### src/rtl/controlador_de_acesso.sv
`default_nettype none
// ============================================================================
// Module   : controlador_de_acesso
// Purpose  : Timed-session arbiter downstream of the two-interface priority
//            comparator, with a one-entry wait register for the losing user.
// Revision : 1.0 - initial release
// ============================================================================
module controlador_de_acesso #(
  parameter int TEMPO_SESSAO = 8,
  parameter int LARGURA_CONT = 4
) (
  input  logic       clk,
  input  logic       reset,
  input  logic [2:0] User0,
  input  logic [2:0] User1,
  input  logic [1:0] S,
  input  logic [2:0] UserMenorPrioridade,
  input  logic       liberar,
  output logic [1:0] concede,
  output logic [2:0] usuario_ativo,
  output logic [2:0] usuario_espera,
  output logic       espera_valida,
  output logic       ocupado,
  output logic       erro
);

  typedef enum logic [1:0] {
    OCIOSO = 2'd0,
    SESSAO = 2'd1,
    ERRO   = 2'd2
  } estado_t;

  localparam logic [LARGURA_CONT-1:0] C_ULTIMO = LARGURA_CONT'(TEMPO_SESSAO - 1);
  localparam logic [LARGURA_CONT-1:0] C_UM     = LARGURA_CONT'(1);

  estado_t                 r_estado;
  logic [LARGURA_CONT-1:0] r_contador;
  logic                    r_if_espera;  // 1 = parked user belongs to interface 1
  logic                    w_codigos_ok;
  logic                    w_fim;

  function automatic logic codigo_valido(input logic [2:0] codigo);
    case (codigo)
      3'b000, 3'b110, 3'b001, 3'b011, 3'b101: return 1'b1;
      default:                                return 1'b0;
    endcase
  endfunction

  assign w_codigos_ok = codigo_valido(User0) && codigo_valido(User1);
  // Terminal count and an early release coinciding collapse into one end event.
  assign w_fim        = (r_contador == C_ULTIMO) || liberar;

  always_ff @(posedge clk or posedge reset) begin
    if (reset) begin
      r_estado       <= OCIOSO;
      r_contador     <= '0;
      r_if_espera    <= 1'b0;
      concede        <= 2'b00;
      usuario_ativo  <= 3'b000;
      usuario_espera <= 3'b000;
      espera_valida  <= 1'b0;
      ocupado        <= 1'b0;
      erro           <= 1'b0;
    end else begin
      case (r_estado)
        OCIOSO: begin
          r_contador <= '0;
          if (S == 2'b11 || !w_codigos_ok) begin
            r_estado <= ERRO;
            concede  <= 2'b00;
            erro     <= 1'b1;
          end else if (S == 2'b10 || S == 2'b01) begin
            r_estado      <= SESSAO;
            ocupado       <= 1'b1;
            concede       <= (S == 2'b10) ? 2'b01 : 2'b10;
            usuario_ativo <= (S == 2'b10) ? User0 : User1;
            if (UserMenorPrioridade != 3'b000) begin
              usuario_espera <= UserMenorPrioridade;
              espera_valida  <= 1'b1;
              r_if_espera    <= (S == 2'b10);
            end
          end
        end

        SESSAO: begin
          if (w_fim) begin
            r_contador <= '0;
            if (espera_valida) begin
              // Hand over straight to the parked user with no idle cycle.
              concede        <= r_if_espera ? 2'b10 : 2'b01;
              usuario_ativo  <= usuario_espera;
              usuario_espera <= 3'b000;
              espera_valida  <= 1'b0;
            end else begin
              r_estado      <= OCIOSO;
              concede       <= 2'b00;
              usuario_ativo <= 3'b000;
              ocupado       <= 1'b0;
            end
          end else begin
            r_contador <= r_contador + C_UM;
          end
        end

        ERRO: begin
          r_contador <= '0;
          concede    <= 2'b00;
          if (User0 == 3'b000 && User1 == 3'b000) begin
            r_estado <= OCIOSO;
            erro     <= 1'b0;
          end
        end

        default: begin
          r_estado      <= OCIOSO;
          r_contador    <= '0;
          concede       <= 2'b00;
          usuario_ativo <= 3'b000;
          ocupado       <= 1'b0;
          erro          <= 1'b0;
        end
      endcase
    end
  end

endmodule
`default_nettype wire
### config.mk
export PLATFORM = sky130hd
export DESIGN_NAME = controlador_de_acesso
export DESIGN_NICKNAME = d
export VERILOG_FILES = /design/src/rtl/controlador_de_acesso.sv
export SDC_FILE = /design/constraint.sdc
export NUM_CORES = 1
export LEC_CHECK = 0
export CAP_MARGIN = 20
export CORE_ASPECT_RATIO = 0.9
export CORE_MARGIN = 2
export CORE_UTILIZATION = 43
export DETAILED_ROUTE_END_ITERATION = 16
export PLACE_DENSITY = 0.82
export SLEW_MARGIN = 20
export SYNTH_ARGS = -nofsm -noshare
export SYNTH_HDL_FRONTEND = slang
export SYNTH_SLANG_ARGS = --single-unit
### constraint.sdc
create_clock -name clk -period 1.6 [get_ports clk]
set_input_delay 0.16 -clock clk [delete_from_list [all_inputs] [get_ports clk]]
set_output_delay 0.16 -clock clk [all_outputs]
set_load 0.01 [all_outputs]
Fig. 1: where the registers sit
(8 px per um)
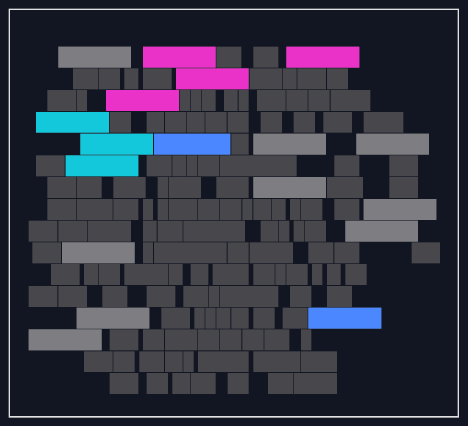
`r_estado` -> blue  # placed flops 2
`r_contador` -> magenta  # placed flops 4
`usuario_espera` -> cyan  # placed flops 3

Fig. 2: M2 wires
(4 px per um) Cells faint in the background.
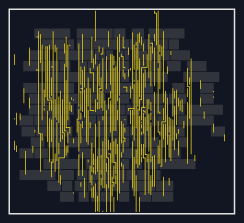
share of all routed wire = 49%
nets with wire on the layer = 156
wire length on this layer = 1570 um
longest straight run = 32.6 um

Fig. 3: nets reached from selected ports
(8 px per um)
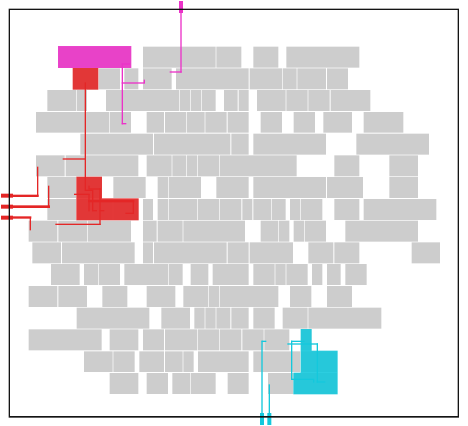
`UserMenorPrioridade` -> red  # bits 3, direction input, end cells 4, buffers 3, wire 61.2 um
`ocupado` -> magenta  # bits 1, direction output, end cells 1, buffers 1, wire 20.8 um
`S` -> cyan  # bits 2, direction input, end cells 3, buffers 2, wire 31.8 um

==> git commit body <==
Store results of the implementation flow

* Number of maximum-capacitance violations: 0
- Complex Gates by Area: 20.6%
- R2r endpoint: usuario_espera[2]$_DFFE_PP0P_
- Global-route usage over all layers: 24.9%
* Cell type with the highest aggregate area in the netlist: sky130_fd_sc_hd__dfrtp_1
* Largest cells by area after synthesis: sky130_fd_sc_hd__dfrtp_1 43%, sky130_fd_sc_hd__a22o_1 5.0%, sky130_fd_sc_hd__nor2_1 4.7%
* Leakage power of the design: 0.703 nW
- Total number of vias: 1051
- Post-Layout Inst Area: 1610 um2
- The finished design was reported to have a net count of 168.
- For this block, the initial DRC count from the detailed router was 64.
* Startpoint of the worst setup timing path: r_estado[0]$_DFFE_PP0P_
* Met2 Usage GRT: 43.7%
- Of the total synthesized cell area, the portion taken by XOR and XNOR cells is 3.35%.
- Number of ports placed on the die boundary: 25
- The share of the Yosys chip area taken by registers is 43.1%.
* Dominant logic cell types in the final layout: 22 x sky130_fd_sc_hd__buf_4, 19 x sky130_fd_sc_hd__clkdlybuf4s50_1, 17 x sky130_fd_sc_hd__dfrtp_1, 12 x sky130_fd_sc_hd__nor2_1, 6 x sky130_fd_sc_hd__a22o_1
* Launch instance of the worst register-to-register path: r_estado[0]$_DFFE_PP0P_
- During placement, the flow inserted port buffers numbering 24.
- CTS tree: done
* Length of routed met3 wiring: 246 um
* Pin count of the biggest net entering global routing: 19
- Setup WS post-layout: -0.0834 ns
- Worst Max-Slew Pin Slew: 0.543 ns
- Final hold viol count: 0
- The design draws 1.22 mW.
- Worst clock skew: 0.00503 ns
- CTS added clock buffers totalling 3.
- Final GP Congestion: 0.871
* Hold Crit Class: input port to asynchronous set/reset pin
* Top delay family on crit path: simple AND/OR/NAND/NOR gates
- Total wire length after detailed routing: 3210 um
* Slowest stage delay, CP: 0.46 ns
- Simple-gate share of the synthesized area: 19.8%
- CP startpoint kind: flop
- Maximum level of the CTS H-tree: 1
* Count of TritonRoute iterations in the first routing pass: 4
* Die Span Y: 50.8 um
- In this run switching power makes up 28.4% of total power.
- For this block, wires on met1 add up to 1270 um.
- For the final routed database, the setup TNS stands at -0.246 ns.
* Psw: 0.345 mW
* Std cell rows: 16
- Initial antenna violation count: 0
- Area share of fa/ha/maj cells after synthesis: 3.59%
- According to the floorplan report, the total die area is 2840 um2.
* Number of flops mapped to enable cells by yosys: 0
- The power report lists the sequential group at 0.560 mW.
- Area after detailed placement: 1490 um2
- Routed wl met2: 1570 um
- Arrival time at the worst endpoint: 1.88 ns
- Top-area cell type share of the netlist area: 43.1%
* Worst path required time: 1.80 ns
- Counting every instance in the synthesized netlist gives 102.
- Number of standard cells reported by yosys: 102
* Headroom to the max-slew limit: 63.5%
- Top cells by count, synth: 18 x sky130_fd_sc_hd__dfrtp_1, 13 x sky130_fd_sc_hd__nor2_1, 6 x sky130_fd_sc_hd__a22o_1
- Hold_ws: 0.161 ns
* Final count of pins violating max slew: 0
* Power Clock: 0.287 mW
* Standard cell core area: 2240 um2
- Residual overflow from global routing: 0
* Primary flip-flop cell chosen by synthesis mapping: sky130_fd_sc_hd__dfrtp_1
- Per the detail_route log, the uppermost layer with routed signals is met4.
* Flip-flop and latch count after synthesis: 18
* Clock transition at the registers of the reported paths: 0.11 ns
- The critical path in this run is classified as flop to flop.
* Setup repair after global routing missed its margin: true
* Global-route wire length before repair: 5260 um
- The signal on the critical path passes through buf_6 > nand2b_4 > a311oi_4 > or4_4 > a21o_1 > a22o_1.
* Maximum frequency from static timing analysis: 594 MHz
- Max clock buf depth: 2
* Area grow syn2layout: 53.8%
* Sum of buffers and inverters on the critical path: 1
- Estimated wirelength of the detail-placed design: 2290 um
* Post-synthesis area per instance: 10.2 um2
- Destination of the critical timing path: usuario_espera[2]$_DFFE_PP0P_
* Main combinational cell family by area after synthesis: AND-OR/OR-AND gates
- Status: complete, but fails checks
* Pwr Density: 757 nW/um2
* Fraction of the cycle the final worst path needs: 105%
- Sequential Power Share: 46.0%
- Tmin final: 1.68 ns
- Clock network fraction of total power: 23.6%
- Final ANT Viol Nets: 0
- Post-cts hold-fix buffer tally: 0
- Ratio of cells with drive above 1 in the final layout: 34.0%
- STA on the placed design reports a worst setup slack of -0.490 ns.
- TritonRoute reported its final design rule violation total as 0.
- The portion of synthesized area spent on multiplexers is 6.23%.
* Minimum setup slack among reg-to-reg paths: -0.08 ns
* Vias/cell: 5.94
- Final setup viols: 5
* Internal portion of total power: 0.871 mW
- Across the VDD grid, the largest voltage drop is 0.624 mV.
- Tool warnings: 29
- During synthesis, Yosys emitted a total of 0 warnings.
* Proportion of power drawn by combinational gates: 30.4%
- Per the OpenROAD floorplan log, the width of the die is 56.0 um.
- The cell sitting at the root of the clock tree is a sky130_fd_sc_hd__clkbuf_4.
- The synthesis stats list as the most numerous cell sky130_fd_sc_hd__dfrtp_1.
- The checks that failed: negative setup slack.
- Placed instance count: 170
- Combinational group power: 0.370 mW
* Ys async rst share: 100%
- Crit path depth: 6
- Number of unique standard cell types used by synthesis: 39
* Worst-Skew Late Latency: 0.30 ns
- The worst setup path is captured at a flop.
- Top contributor to total power: sequential cells
- At floorplan, the net count of the design was reported as 119.
* Number of clock sinks: 18
- Total cell area reported by yosys after synthesis: 1040 um2
* Crit-path max FO: 4
- Floorplan core density: 46.6%
* Number of global-route vias before repair: 1117
Fig. 4: routing congestion map
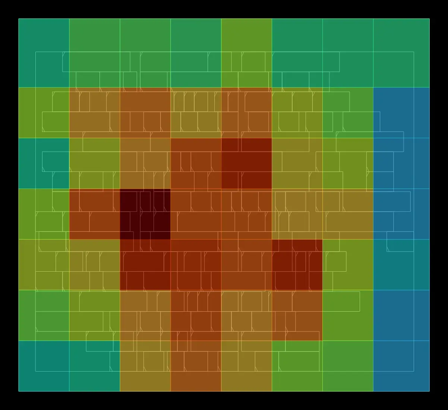
grt met1 use: 28.5%
per-cell routed wire length: 18.1 um
utilization of the core after routing: 71.7%
GRT Max-Usage Layer: met2
met3 usage in global routing: 5.15%

Fig. 5: gate families picked out
(8 px per um)
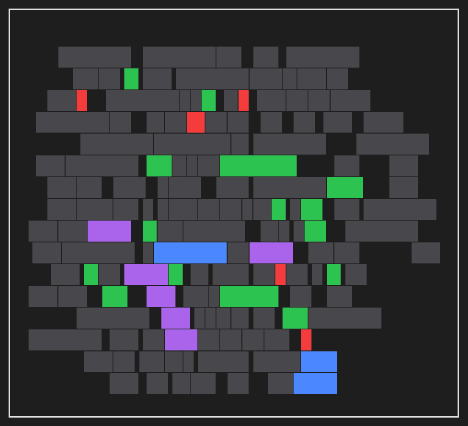
inverters -> red  # cells 5
adder and majority cells -> blue  # cells 3
inverting AOI/OAI gates -> green  # cells 15
multiplexers -> purple  # cells 6
fraction of standard cell area in multi-input logic: 40.0%
final standard cell count with taps included and fillers excluded: 177
top logic cell by instance count in the layout: sky130_fd_sc_hd__buf_4

## cell type report
| type | instances | area (um2) |
|---|---|---|
| Timing Repair Buffer | 48 | 422 |
| Clock buffer | 4 | 36.3 |
| Fill cell | 157 | 636 |
| Inverter | 5 | 21.3 |
| Multi-Input combinational cell | 75 | 642 |
| Sequential cell | 18 | 452 |
| Tap cell | 27 | 33.8 |
## repair_timing
item	CTS	global route
gates cloned	0	0
setup endpoints to repair	10	9
gates resized	20	3
hold endpoints to repair	0	0
pin swaps	8	3
setup buffers	2	2
## registers in the layout, indices dropped and copies added, names as in the netlist
register and count:
concede 2, erro 1, espera_valida 1, ocupado 1
r_contador 4, r_estado 2, r_if_espera 1, usuario_ativo 3
usuario_espera 3
No activity file was given, so power comes from the tool's default toggle rates.
